<file path="src/rtl/spawn_scheduler.sv">
// Turns LFSR samples into timed obstacle-spawn events: a tick-driven gap timer,
// a lane/speed picker, and a 4-entry FIFO drained over valid/ready.
//
// state | meaning
// IDLE  | spawning disabled, waiting for enable
// LOAD  | load gap timer with MIN_GAP + rand_in
// WAIT  | count frame ticks down to zero
// PICK  | sample rand_in until a legal, non-repeating lane is found
// SPEED | choose speed 1..3 from rand_in
// PUSH  | write {lane, speed} into the FIFO or count a drop
module spawn_scheduler #(
    parameter int unsigned LANES   = 10,
    parameter int unsigned MIN_GAP = 16
) (
    input  logic       clock,
    input  logic       reset,
    input  logic       enable,
    input  logic       tick,
    input  logic [3:0] rand_in,
    input  logic       spawn_ready,
    output logic       spawn_valid,
    output logic [3:0] spawn_lane,
    output logic [1:0] spawn_speed,
    output logic [2:0] pending,
    output logic [7:0] drop_count
);
    typedef enum logic [2:0] {IDLE, LOAD, WAIT, PICK, SPEED, PUSH} state_t;

    localparam logic [3:0] LANES_4   = 4'(LANES);
    localparam logic [7:0] MIN_GAP_8 = 8'(MIN_GAP);

    state_t     state, state_nxt;
    logic [7:0] gap_cnt;
    logic [2:0] rej_cnt;
    logic [3:0] last_lane;
    logic [3:0] lane_r;
    logic [1:0] speed_r;
    logic [5:0] fifo_mem [4];
    logic [1:0] wr_ptr, rd_ptr, head_idx;
    logic [2:0] count;
    logic       lane_ok, full, pop, push;
    logic [3:0] forced_lane;

    assign lane_ok     = (rand_in < LANES_4) && (rand_in != last_lane);
    assign forced_lane = (last_lane == 4'hF || last_lane + 4'd1 == LANES_4) ? 4'd0
                                                                            : last_lane + 4'd1;
    assign full        = (count == 3'd4);
    assign pop         = spawn_valid & spawn_ready;
    // A full FIFO still takes the write when the head leaves on the same edge.
    assign push        = (state == PUSH) && (!full || pop);

    always_ff @(posedge clock or negedge reset) begin
        if (!reset) begin
            state <= IDLE;
        end else begin
            state <= state_nxt;
        end
    end

    always_comb begin
        state_nxt = state;
        case (state)
            IDLE:    if (enable) state_nxt = LOAD;
            LOAD:    state_nxt = enable ? WAIT : IDLE;
            WAIT: begin
                if (!enable) begin
                    state_nxt = IDLE;
                end else if (tick && gap_cnt == 8'd0) begin
                    state_nxt = PICK;
                end
            end
            PICK:    if (lane_ok || rej_cnt == 3'd7) state_nxt = SPEED;
            SPEED:   state_nxt = PUSH;
            PUSH:    state_nxt = enable ? LOAD : IDLE;
            default: state_nxt = IDLE;
        endcase
    end

    always_ff @(posedge clock or negedge reset) begin
        if (!reset) begin
            gap_cnt    <= 8'd0;
            rej_cnt    <= 3'd0;
            last_lane  <= 4'hF;
            lane_r     <= 4'd0;
            speed_r    <= 2'd0;
            drop_count <= 8'd0;
        end else begin
            case (state)
                LOAD: gap_cnt <= MIN_GAP_8 + {4'd0, rand_in};
                WAIT: begin
                    if (enable && tick && gap_cnt != 8'd0) gap_cnt <= gap_cnt - 8'd1;
                end
                PICK: begin
                    if (lane_ok) begin
                        lane_r  <= rand_in;
                        rej_cnt <= 3'd0;
                    end else if (rej_cnt == 3'd7) begin
                        lane_r  <= forced_lane;
                        rej_cnt <= 3'd0;
                    end else begin
                        rej_cnt <= rej_cnt + 3'd1;
                    end
                end
                SPEED: speed_r <= (rand_in[1:0] == 2'd0) ? 2'd1 : rand_in[1:0];
                PUSH: begin
                    last_lane <= lane_r;
                    if (!push && drop_count != 8'hFF) drop_count <= drop_count + 8'd1;
                end
                default: ;
            endcase
        end
    end

    always_ff @(posedge clock or negedge reset) begin
        if (!reset) begin
            for (int i = 0; i < 4; i++) fifo_mem[i] <= 6'd0;
            wr_ptr <= 2'd0;
            rd_ptr <= 2'd0;
            count  <= 3'd0;
        end else begin
            if (push) begin
                fifo_mem[wr_ptr] <= {lane_r, speed_r};
                wr_ptr           <= wr_ptr + 2'd1;
            end
            if (pop) rd_ptr <= rd_ptr + 2'd1;
            case ({push, pop})
                2'b10:   count <= count + 3'd1;
                2'b01:   count <= count - 3'd1;
                default: ;
            endcase
        end
    end

    // When empty, keep presenting the most recently popped slot so outputs hold.
    assign head_idx    = (count == 3'd0) ? rd_ptr - 2'd1 : rd_ptr;
    assign spawn_valid = (count != 3'd0);
    assign spawn_lane  = fifo_mem[head_idx][5:2];
    assign spawn_speed = fifo_mem[head_idx][1:0];
    assign pending     = count;

endmodule

</file>
<file path="config.mk">
export PLATFORM = sky130hd
export DESIGN_NAME = spawn_scheduler
export DESIGN_NICKNAME = d
export VERILOG_FILES = /design/src/rtl/spawn_scheduler.sv
export SDC_FILE = /design/constraint.sdc
export NUM_CORES = 1
export LEC_CHECK = 0
export CAP_MARGIN = 20
export CORE_ASPECT_RATIO = 0.9
export CORE_MARGIN = 10
export CORE_UTILIZATION = 30
export CTS_BUF_LIST = sky130_fd_sc_hd__clkbuf_4
export CTS_CLUSTER_SIZE = 14
export DETAILED_ROUTE_END_ITERATION = 16
export HOLD_SLACK_MARGIN = 0.15
export SYNTH_ARGS = -nofsm -noshare
export SYNTH_HDL_FRONTEND = slang
export SYNTH_SLANG_ARGS = --single-unit
</file>
<file path="constraint.sdc">
create_clock -name clock -period 6.77 [get_ports clock]
set_input_delay 1.6925 -clock clock [delete_from_list [all_inputs] [get_ports clock]]
set_output_delay 1.6925 -clock clock [all_outputs]
set_load 0.01 [all_outputs]
</file>
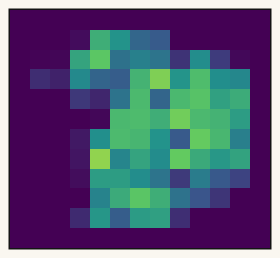
Figure 1: run 1, cell area per tile.
Scale: 2 px per µm. The die is cut into 13 by 12 equal tiles; dark purple is low, yellow is high, 0 to 100% covered.
emptiest ninth of the die: bottom left
fullest tile: 83%
tiles over 75% full: 3.2%
densest ninth of the die: middle

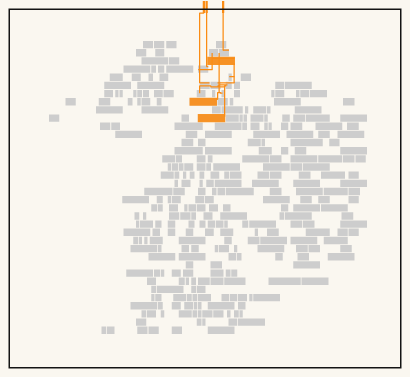
Figure 2: run 1, wires at chosen ports, followed through buffers.
Scale: 3 px per µm.
[pending] orange | direction: output | edge: top | end cells: 3 | buffers: 3 | wire: 137 µm
port buffer count: 26
IO Count: 27

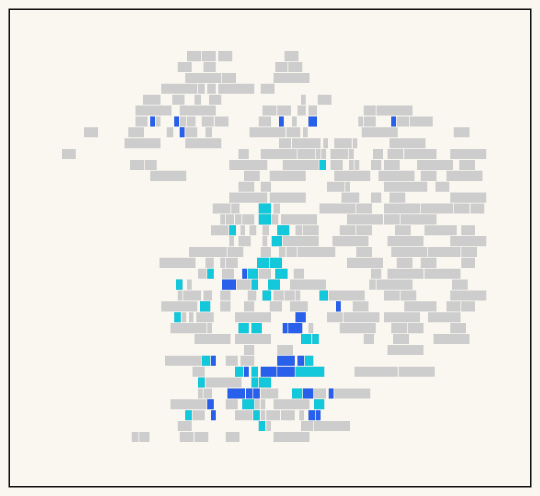
Figure 3: run 1, selected gate families.
Scale: 4 px per µm.
[inverting AOI/OAI gates] cyan | cells: 36
[NOR gates] blue | cells: 27

==> flow_summary.toml, run 1 <==
# implementation run metrics
[pwr]
power_frac_clock_pct = 19.5
netSwitchingPower_uw = 537
max-vdd-ir-drop_mv = 0.0952
power.total_uw = 1510
combPwrFrac_pct = 37.6
p_leak_uw = 0.00165
p_int_uw = 976
power_frac_seq_pct = 42.8
p_sw_share_pct = 35.5
p_per_area_nw_per_um2 = 396

[global_route]
grt_pass1_wl_um = 11200
busiest_layer = "met2"
met3_usage_pct = 3.10
gr-total-overflow = 0
antenna_found_initial = 1
met1_usage_pct = 12.0
met2_usage_pct = 12.8
track_usage_pct = 8.93
grt_max_degree = 64
grt_pass1_vias = 2157

[worst_setup_path]
cp-end-kind = "primary output"
cp.arrival_ns = 2.83
startpoint_type = "register"
path_class = "reg -> out"
crit_fanout = 6
r2r_setup_slack_ns = 4.33
cp_data_required_time_ns = 5.08

[synthesis]
ys_cells = 272
synth_top_cell_by_area = "dfrtp_1"
yosysWarnings = 0
synth_flops = 63
fp_nets = 294
ys_types = 51
syn_area_um2 = 3270
ys_sh_simple_pct = 13.1
logic_family = "multiplexers"
synth.most_common_cell = "dfrtp_1"
synthArstFlopShare_pct = 100
yosysTopAreaCellShare_pct = 45.2
ys_sh_xor_pct = 6.13
synthTopCellsByArea = "dfrtp_1, mux2_2, ha_1"
postSynthSeqShare_pct = 48.4
edf_count = 0
synth.top_cells.by_count = "dfrtp_1, mux2_2, nand2_1"
ys_sh_aoi_pct = 9.77
synthCells = 272
synthAdderAreaFrac_pct = 5.21
ys_sh_mux_pct = 14.8

[hold_path]
holdPathStages = 1
hp-class = "reg -> reg"

[clock_tree]
cts_root_buffer = "clkbuf_4"
cts_buffers = 9
cts_num_sinks = 63
post-cts-setup-buffers = 0
clk_latency_ns = 0.40
htreeDepth = 3
cts-resized-gates = 0
tritoncts = "done"
clk_path_buf_depth = 2
postCtsHoldBufs = 0
clkSlewWorstSetupHoldPaths_ns = 0.12

[final_timing]
post-route-period-util_pct = 66.9
maxSlewViolCount = 0
holdWs_ns = 0.500
final.setup.tns_ns = 0
slew_headroom_pct = 46.4
clock.fmax_mhz = 221
tightest_slew_ns = 0.804
rsz0062_at_grt = "no"
finalHoldViolations = 0
period_needed_ns = 4.53
setup_ws_ns = 2.24
clock_skew_ns = 0.0151
setup-violations-final = 0

[final_layout]
final_common_cell = "dfrtp_1"
fill_cells = 1071
final_layout_size_suffix_gt1_share_pct = 22.0
seq_area_um2 = 1580
comb_area_um2 = 1600
area_growth_pct = 17.1
regMostFlops = "fifo_mem"
fin_cells = 443
nets = 326
final_cell_mix = "dfrtp_1, mux2_2, clkdlybuf4s50_1"

[drt]
drtIter0Drc = 137
wl_um = 6420
vias = 2153
drc = 0
wl_per_cell_um = 14.5
ant_nets = 0
topRoutingLayerUsed = "met4"
met2WireLength_um = 2900
met3_length_um = 287
drtPass1Iterations = 5
met1_length_um = 3120
viasPerCell = 4.86

[placement]
place_ws_ns = 2.65
dp_hpwl_um = 4630
gp_congestion = 0.802
numPlacedInstances = 426

[run]
cap_violations = 0
warnings = 31

[die]
initCoreUtil_pct = 30.5
rows = 36
die-area_um2 = 15500
fp.coreArea_um2 = 10700
die_width_um = 130

[run_status]
status = "finished, final reports clean"
-- run 1: per-stage QoR --
step	utilization (%)	cell area, µm²
6_report	35.7	3820
2_1_floorplan	-	3270
5_1_grt	35.7	3820
3_3_place_gp	34.2	3660
3_5_place_dp	34.2	3660
4_1_cts	35.6	3820
-- run 1: final cells by class --
cell class / instances / share of cell area [%]
multi-input cells: 190 / 41.9
flip-flops and latches: 63 / 41.4
repair buffers: 27 / 6.87
well taps: 133 / 4.35
clock inverters: 6 / 2.23
clock buffers: 10 / 1.96
inverters: 13 / 1.28
diodes: 1 / 0.0654
-- run 1: power groups by stage --
stage | Sequential (µW) | Combinational, µW | Clock (µW)
6_report | 648 | 570 | 295
5_1_grt | 675 | 645 | 321
4_1_cts | 649 | 579 | 305
3_5_place_dp | 658 | 576 | 0
3_3_place_gp | 651 | 564 | 0
2_1_floorplan | 609 | 434 | 0
-- run 1: kinds of logic after synthesis --
| group | Yosys count |
|---|---|
| multiplexers | 37 |
| AND/OR/NAND/NOR | 75 |
| flip-flops | 63 |
| XOR/XNOR | 22 |
| adder cells (fa/ha/maj) | 13 |
| buffers and inverters | 19 |
| AND-OR/OR-AND | 43 |
-- run 1: final timing paths --
check / from / end
setup / recovery: pending[0] / spawn_lane[3]
setup reg to reg: pending[0] / pending[2]
hold reg to reg: rd_ptr[1] / rd_ptr[1]
max in group asynchronous: reset / fifo_mem[2]
hold / removal: rd_ptr[1] / rd_ptr[1]
min in group asynchronous: reset / gap_cnt[4]
-- run 1: worst max-delay path, stage by stage (launching register included) --
cell and delay [ns]:
dfrtp_1 0.45, or3_1 0.46, xor2_2 0.45, mux4_2 0.57
clkdlybuf4s50_1 0.50
Figure 4. Where the registers sit (run 1).
Scale: 3 px per µm. Other sequential cells in the stronger grey, the rest of the logic in the fainter grey.
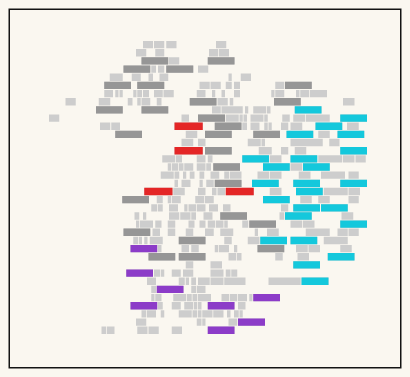

==> run 2, diff against run 1 <==
Clock period 6.77 ns to 3.77 ns, I/O delays scaled along.
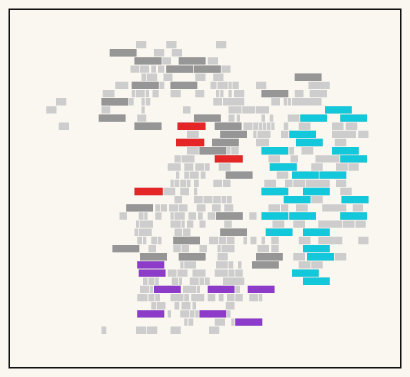
Figure 5: run 2, where the registers sit.
Scale: 3 px per µm. Other sequential cells in the stronger grey, the rest of the logic in the fainter grey.
[last_lane] red | placed flops: 4 | where: middle
[fifo_mem] cyan | placed flops: 24 | where: right middle
[gap_cnt] purple | placed flops: 8 | where: bottom middle
not coloured: 27
Seq. cell area: 1580 µm²
Core Util, Final: 35.6%
sequential share of cell area: 41.4%

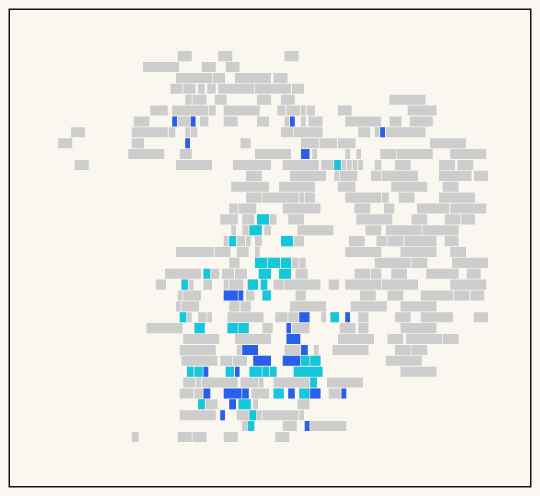
Figure 6: run 2, selected gate families.
Scale: 4 px per µm.
[inverting AOI/OAI gates] cyan | cells: 36
[NOR gates] blue | cells: 27

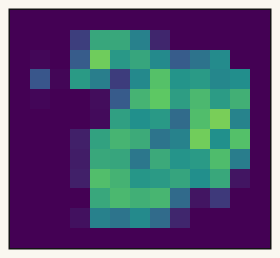
Figure 7: run 2, cell area per tile.
Scale: 2 px per µm. The die is cut into 13 by 12 equal tiles; dark purple is low, yellow is high, 0 to 100% covered.
tiles over 75% full: 1.9%
nearly empty tiles: 49%
emptiest ninth of the die: left middle
fullest tile: 79%
mean over tiles: 24%

==> run 2 against run 1 <==
  * Die size is the same
  * Clock power grew about 30%
  * Cell area down 0.16%
  * Sequential power rose by 81%
  * Register-to-register slack got worse by 3.0 ns
  * Clock skew is 0.0012 ns lower
  * Worst setup slack lost 2.1 ns
  * Critical path type unchanged
  * Largest power group unchanged
==> flow_summary.toml, run 2 <==
# implementation run metrics
[drt]
drtPass1Iterations = 4
drtIter0Drc = 132
ant_nets = 0
wl_per_cell_um = 14.4
topRoutingLayerUsed = "met4"
met3_length_um = 252
met2WireLength_um = 2850
wl_um = 6400
met1_length_um = 3230
drc = 0
vias = 2168
viasPerCell = 4.87

[synthesis]
yosysTopAreaCellShare_pct = 45.2
syn_area_um2 = 3270
postSynthSeqShare_pct = 48.4
yosys_area_um2 = 3270
synth_top_flop_cell = "dfrtp_1"
edf_count = 0
fp_nets = 294
synth.most_common_cell = "dfrtp_1"
synth_top_cell_by_area = "dfrtp_1"
ys_cells = 272
synth.top_cells.by_count = "dfrtp_1, mux2_2, nand2_1"
synth_flops = 63
ys_types = 51
synthArstFlopShare_pct = 100
syn-mean-instance-area_um2 = 12.0
synthTopCellsByArea = "dfrtp_1, mux2_2, ha_1"
synthCells = 272
yosysWarnings = 0

[global_route]
grt_max_degree = 26
track_usage_pct = 8.82
grt_pass1_wl_um = 11100
antenna_found_initial = 1
gr-total-overflow = 0
grt_pass1_vias = 2195

[final_layout]
final_layout_size_suffix_gt1_share_pct = 22.2
area_growth_pct = 16.9
final_common_cell = "dfrtp_1"
fin_cells = 445
largest_reg_flops = 24
regMostFlops = "fifo_mem"
nets = 328
stdcell_area_um2 = 3820
fill_cells = 1076
reg_top3 = "fifo_mem x24, drop_count x8, gap_cnt x8"
final_cell_mix = "dfrtp_1, mux2_2, clkdlybuf4s50_1"

[worst_setup_path]
slowest_delay_ns = 0.50
cp-end-kind = "primary output"
path_class = "reg -> out"
path_cells = "or3_1, xor2_4, buf_12, mux4_2, clkdlybuf4s50_1"
rr_worst_depth = 7
cp_data_required_time_ns = 2.83
cp.arrival_ns = 2.66
startpoint_type = "register"
cp_slowest_cell = "clkdlybuf4s50_1"
crit_fanout = 6

[final_timing]
post-route-period-util_pct = 95.7
clock_skew_ns = 0.0139
setup-violations-final = 0
finalHoldViolations = 0
maxSlewViolCount = 0
holdWs_ns = 0.493
period_needed_ns = 3.61
rsz0062_at_grt = "no"
clock.fmax_mhz = 277
final.setup.tns_ns = 0
slew_headroom_pct = 51.5
setup_ws_ns = 0.164
tightest_slew_ns = 0.724

[placement]
numPlacedInstances = 427
place_ws_ns = 0.411
gp_congestion = 0.787
port_buffers = 26
dp_hpwl_um = 4700
postPlaceCellArea_um2 = 3670

[die]
die-area_um2 = 15500
initCoreUtil_pct = 30.5
die_width_um = 130
fp.coreArea_um2 = 10700
rows = 36
die_y_um = 119
ios = 27

[clock_tree]
clk_path_buf_depth = 2
tritoncts = "done"
htreeDepth = 3
cts_buffers = 9
postCtsHoldBufs = 0
cts_num_sinks = 63
cts_root_buffer = "clkbuf_4"
clk_latency_ns = 0.39
clkSlewWorstSetupHoldPaths_ns = 0.11

[pwr]
p_leak_uw = 0.00165
power.total_uw = 2640
max-vdd-ir-drop_mv = 0.143
p_per_area_nw_per_um2 = 691

[hold_path]
holdPathStages = 2
hp-class = "reg -> reg"

[run]
cap_violations = 0
warnings = 31

[run_status]
status = "finished, final reports clean"
## run 2: power by group
group	total [µW]	internal, µW	switching [µW]	leakage (µW)
clock	384	144	240	0.0000617
combinational	1080	602	481	0.000776
sequential	1170	923	247	0.000810
## run 2: final cells by class
cell class,instances,area [µm²],area share [%]
diodes,1,2.50,0.0656
well taps,133,166,4.36
clock buffers,11,82.6,2.16
inverters,13,48.8,1.28
flip-flops and latches,63,1580,41.4
repair buffers,29,290,7.60
multi-input cells,190,1620,42.4
clock inverters,5,25.0,0.656
## run 2: worst paths after layout
| kind | slack (ns) | from | end |
|---|---|---|---|
| worst max-delay path | 0.16 | pending[0] | spawn_lane[0] |
| worst min-delay path | 0.49 | rej_cnt[1] | rej_cnt[1] |
| worst max register to register | 1.31 | state[2] | pending[1] |
| worst min register to register | 0.49 | rej_cnt[1] | rej_cnt[1] |
| max in group asynchronous | 2.45 | reset | last_lane[0] |
| min in group asynchronous | 0.52 | reset | gap_cnt[4] |
## run 2: critical path: cells and delay by family, from the launching register on
kind / cells / cell delay (ns)
buf+inv: 2 / 0.64
simple gates: 1 / 0.49
mux: 1 / 0.48
flops: 1 / 0.43
xor+xnor: 1 / 0.22
## run 2: logic make-up after synthesis
kind of cell | count (synthesis) | synth area share [%]
adders and majority gates | 13 | 5.21
DFF | 63 | 48.4
muxes | 37 | 14.8
buffers and inverters | 19 | 2.53
xor gates and xnor gates | 22 | 6.13
and+or+nand+nor | 75 | 13.1
AOI/OAI and AO/OA | 43 | 9.77
## run 2: metal layers
metal	GRT usage, %	vias up
li1	-	1065
met3	2.35	4
met2	12.9	28
met5	0	-
met4	4.21	0
met1	11.8	1071
## run 2: what timing repair did
action	in CTS	in global routing
pin swaps	0	1
setup endpoints to repair	6	6
buffers inserted	0	1
gates resized	1	1
==> run 3, diff against run 2 <==
Settings changed: CTS_CLUSTER_SIZE 14 to not set.
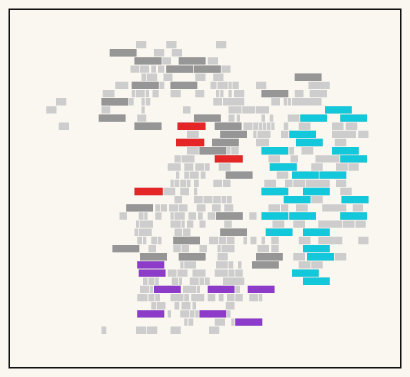
Figure 8: run 3, where the registers sit.
Scale: 3 px per µm. Other sequential cells in the stronger grey, the rest of the logic in the fainter grey.
[fifo_mem] cyan | placed flops: 24 | where: right middle
[gap_cnt] purple | placed flops: 8 | where: bottom middle
[last_lane] red | placed flops: 4 | where: middle
Seq. pwr: 1170 µW

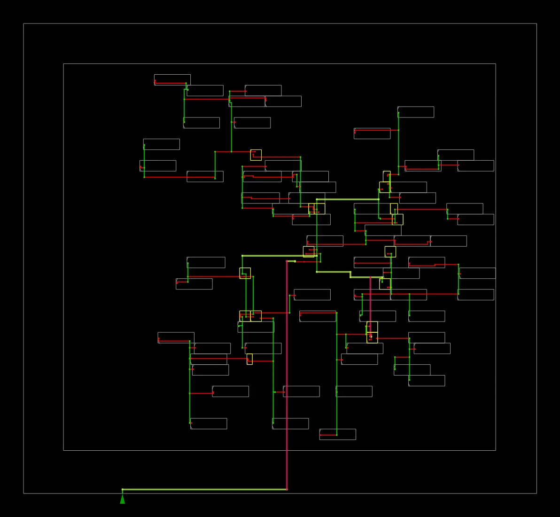
Figure 9: run 3, the clock network.
Sink Count: 63
clk_lat worst skew: 0.39 ns
Worst Skew: 0.0139 ns
Num CTS Buffers: 9

==> run 3 against run 2 <==
  * Clock power barely moved
  * Non-clock buffer count is the same
  * Die size unchanged
  * Hold slack stayed put
  * Utilization unchanged
  * Area after synthesis unchanged
  * Sequential cell count did not move
  * Largest cell class unchanged
  * Wire length unchanged
  * Critical path type unchanged
  * Total power stayed put
  * Combinational power is essentially flat
==> flow_summary.toml, run 3 <==
# implementation run metrics
[die]
nWellTaps = 133
fp.coreArea_um2 = 10700
die-area_um2 = 15500
initCoreUtil_pct = 30.5
rows = 36
die_y_um = 119
die_width_um = 130
ios = 27

[worst_setup_path]
crit_fanout = 6
cp_data_required_time_ns = 2.83
path_cells = "or3_1, xor2_4, buf_12, mux4_2, clkdlybuf4s50_1"
startpoint_type = "register"
cp_slowest_cell = "clkdlybuf4s50_1"
cp.arrival_ns = 2.66
critPathTopFamily = "buffers and inverters"
cp-end-kind = "primary output"
slowest_delay_ns = 0.50
crit_buf_inv = 2

[synthesis]
syn_area_um2 = 3270
ys_cells = 272
yosysTopAreaCellShare_pct = 45.2
synth.most_common_cell = "dfrtp_1"
yosysWarnings = 0
synth_flops = 63
postSynthSeqShare_pct = 48.4
synthCells = 272
synth_top_cell_by_area = "dfrtp_1"
synth_top_flop_cell = "dfrtp_1"
synthArstFlopShare_pct = 100
fp_nets = 294
syn-mean-instance-area_um2 = 12.0
synthTopCellsByArea = "dfrtp_1, mux2_2, ha_1"
synth.top_cells.by_count = "dfrtp_1, mux2_2, nand2_1"
yosys_area_um2 = 3270
edf_count = 0

[final_layout]
comb_area_share_pct = 42.4
reg_top3 = "fifo_mem x24, drop_count x8, gap_cnt x8"
n_antenna_cell = 1
stdcell_area_um2 = 3820
comb_cells = 190
fill_cells = 1076
nClkBuffers = 11
final_common_cell = "dfrtp_1"
largestClassByArea = "logic gates"
buffer_area_share_pct = 7.60
nets = 328
final_cell_mix = "dfrtp_1, mux2_2, clkdlybuf4s50_1"
comb_area_um2 = 1620
seq_area_um2 = 1580
final_layout_size_suffix_gt1_share_pct = 22.2
seq_share_pct = 41.4
largest_reg_flops = 24
n_all_buffers = 29
n_sequential_cell = 63
clock_area_share_pct = 2.82
area_growth_pct = 16.9
nNonClkInverters = 13

[drt]
wl_per_cell_um = 14.4
viasPerCell = 4.87
drtPass1Iterations = 4
wl_um = 6400
ant_nets = 0
met2WireLength_um = 2850
vias = 2168
drc = 0
topRoutingLayerUsed = "met4"
met1_length_um = 3230
drtIter0Drc = 132
met3_length_um = 252

[final_timing]
finalHoldViolations = 0
slew_headroom_pct = 51.5
maxSlewViolCount = 0
setup-violations-final = 0
post-route-period-util_pct = 95.7
tightest_slew_ns = 0.724
final.setup.tns_ns = 0
period_needed_ns = 3.61
clock.fmax_mhz = 277

[clock_tree]
cts-resized-gates = 1
tritoncts = "done"
clk_path_buf_depth = 2
cts_root_buffer = "clkbuf_4"
htreeDepth = 3
post-cts-setup-buffers = 0
postCtsHoldBufs = 0

[global_route]
track_usage_pct = 8.82
grt_max_degree = 26
antenna_found_initial = 1
gr-total-overflow = 0
grt_pass1_vias = 2195
grt_pass1_wl_um = 11100

[run]
warnings = 31
cap_violations = 0

[run_status]
status = "finished, final reports clean"

[pwr]
p_leak_uw = 0.00165
p_int_uw = 1670
power_frac_seq_pct = 44.3
netSwitchingPower_uw = 968
max-vdd-ir-drop_mv = 0.143
power_frac_clock_pct = 14.6
p_per_area_nw_per_um2 = 691
p_sw_share_pct = 36.7

[placement]
gp_congestion = 0.787
postPlaceCellArea_um2 = 3670
port_buffers = 26

[hold_path]
hp-class = "reg -> reg"
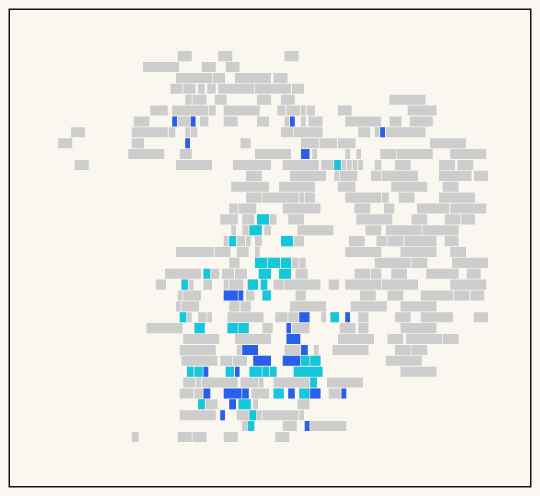
Figure 10: run 3, selected gate families.
Scale: 4 px per µm.
[inverting AOI/OAI gates] cyan | cells: 36
[NOR gates] blue | cells: 27

-- run 3: cells by family (layout without fill, tap and decap cells) --
kind of cell             Yosys count  count (layout)  synth area share, %
AND/OR/NAND/NOR                   75              75                 13.1
flip-flops                        63              63                 48.4
AND-OR/OR-AND                     43              43                 9.77
multiplexers                      37              37                 14.8
XOR/XNOR                          22              22                 6.13
buffers and inverters             19              58                 2.53
adder cells (fa/ha/maj)           13              13                 5.21
other                              0               1                    0
-- run 3: path summary, 6_finish.rpt --
kind,end,depth (start not counted),startpoint
worst max-delay path,spawn_lane[0],5,pending[0]
worst min-delay path,rej_cnt[1],2,rej_cnt[1]
max in group asynchronous,last_lane[0],2,reset
worst min register to register,rej_cnt[1],2,rej_cnt[1]
min in group asynchronous,gap_cnt[4],1,reset
worst max register to register,pending[1],7,state[2]
-- run 3: stage by stage --
step | cells | utilization (%) | worst slack [ns] | hold WS [ns] | power (µW)
finish | 445 | 35.6 | 0.164 | 0.493 | 2640
global route | 445 | 35.6 | 0.00547 | 0.518 | 2850
CTS | 443 | 35.3 | 0.0683 | 0.504 | 2620
detailed placement | 427 | 34.2 | 0.411 | 0.482 | 2210
global placement | 427 | 34.2 | 0.456 | 0.480 | 2190
floorplan | 272 | - | 0.892 | 0.454 | 1870
-- run 3: metal layers --
layer	GRT usage, %	up-vias
met3	2.35	4
met2	12.9	28
met4	4.21	0
met5	0	-
li1	-	1065
met1	11.8	1071
-- run 3: tightest hold or removal path: stages, from the launching register on --
cell	delay [ns]
dfrtp_1	0.36
nand2_1	0.04
o21ai_0	0.06
-- run 3: power groups by stage --
stage	Sequential, µW	Clock [µW]	Combinational, µW
2_1_floorplan	1090	0	780
3_3_place_gp	1170	0	1020
3_5_place_dp	1180	0	1030
4_1_cts	1170	399	1050
5_1_grt	1220	428	1210
6_report	1170	384	1080
Power and IR drop assume default switching activity.
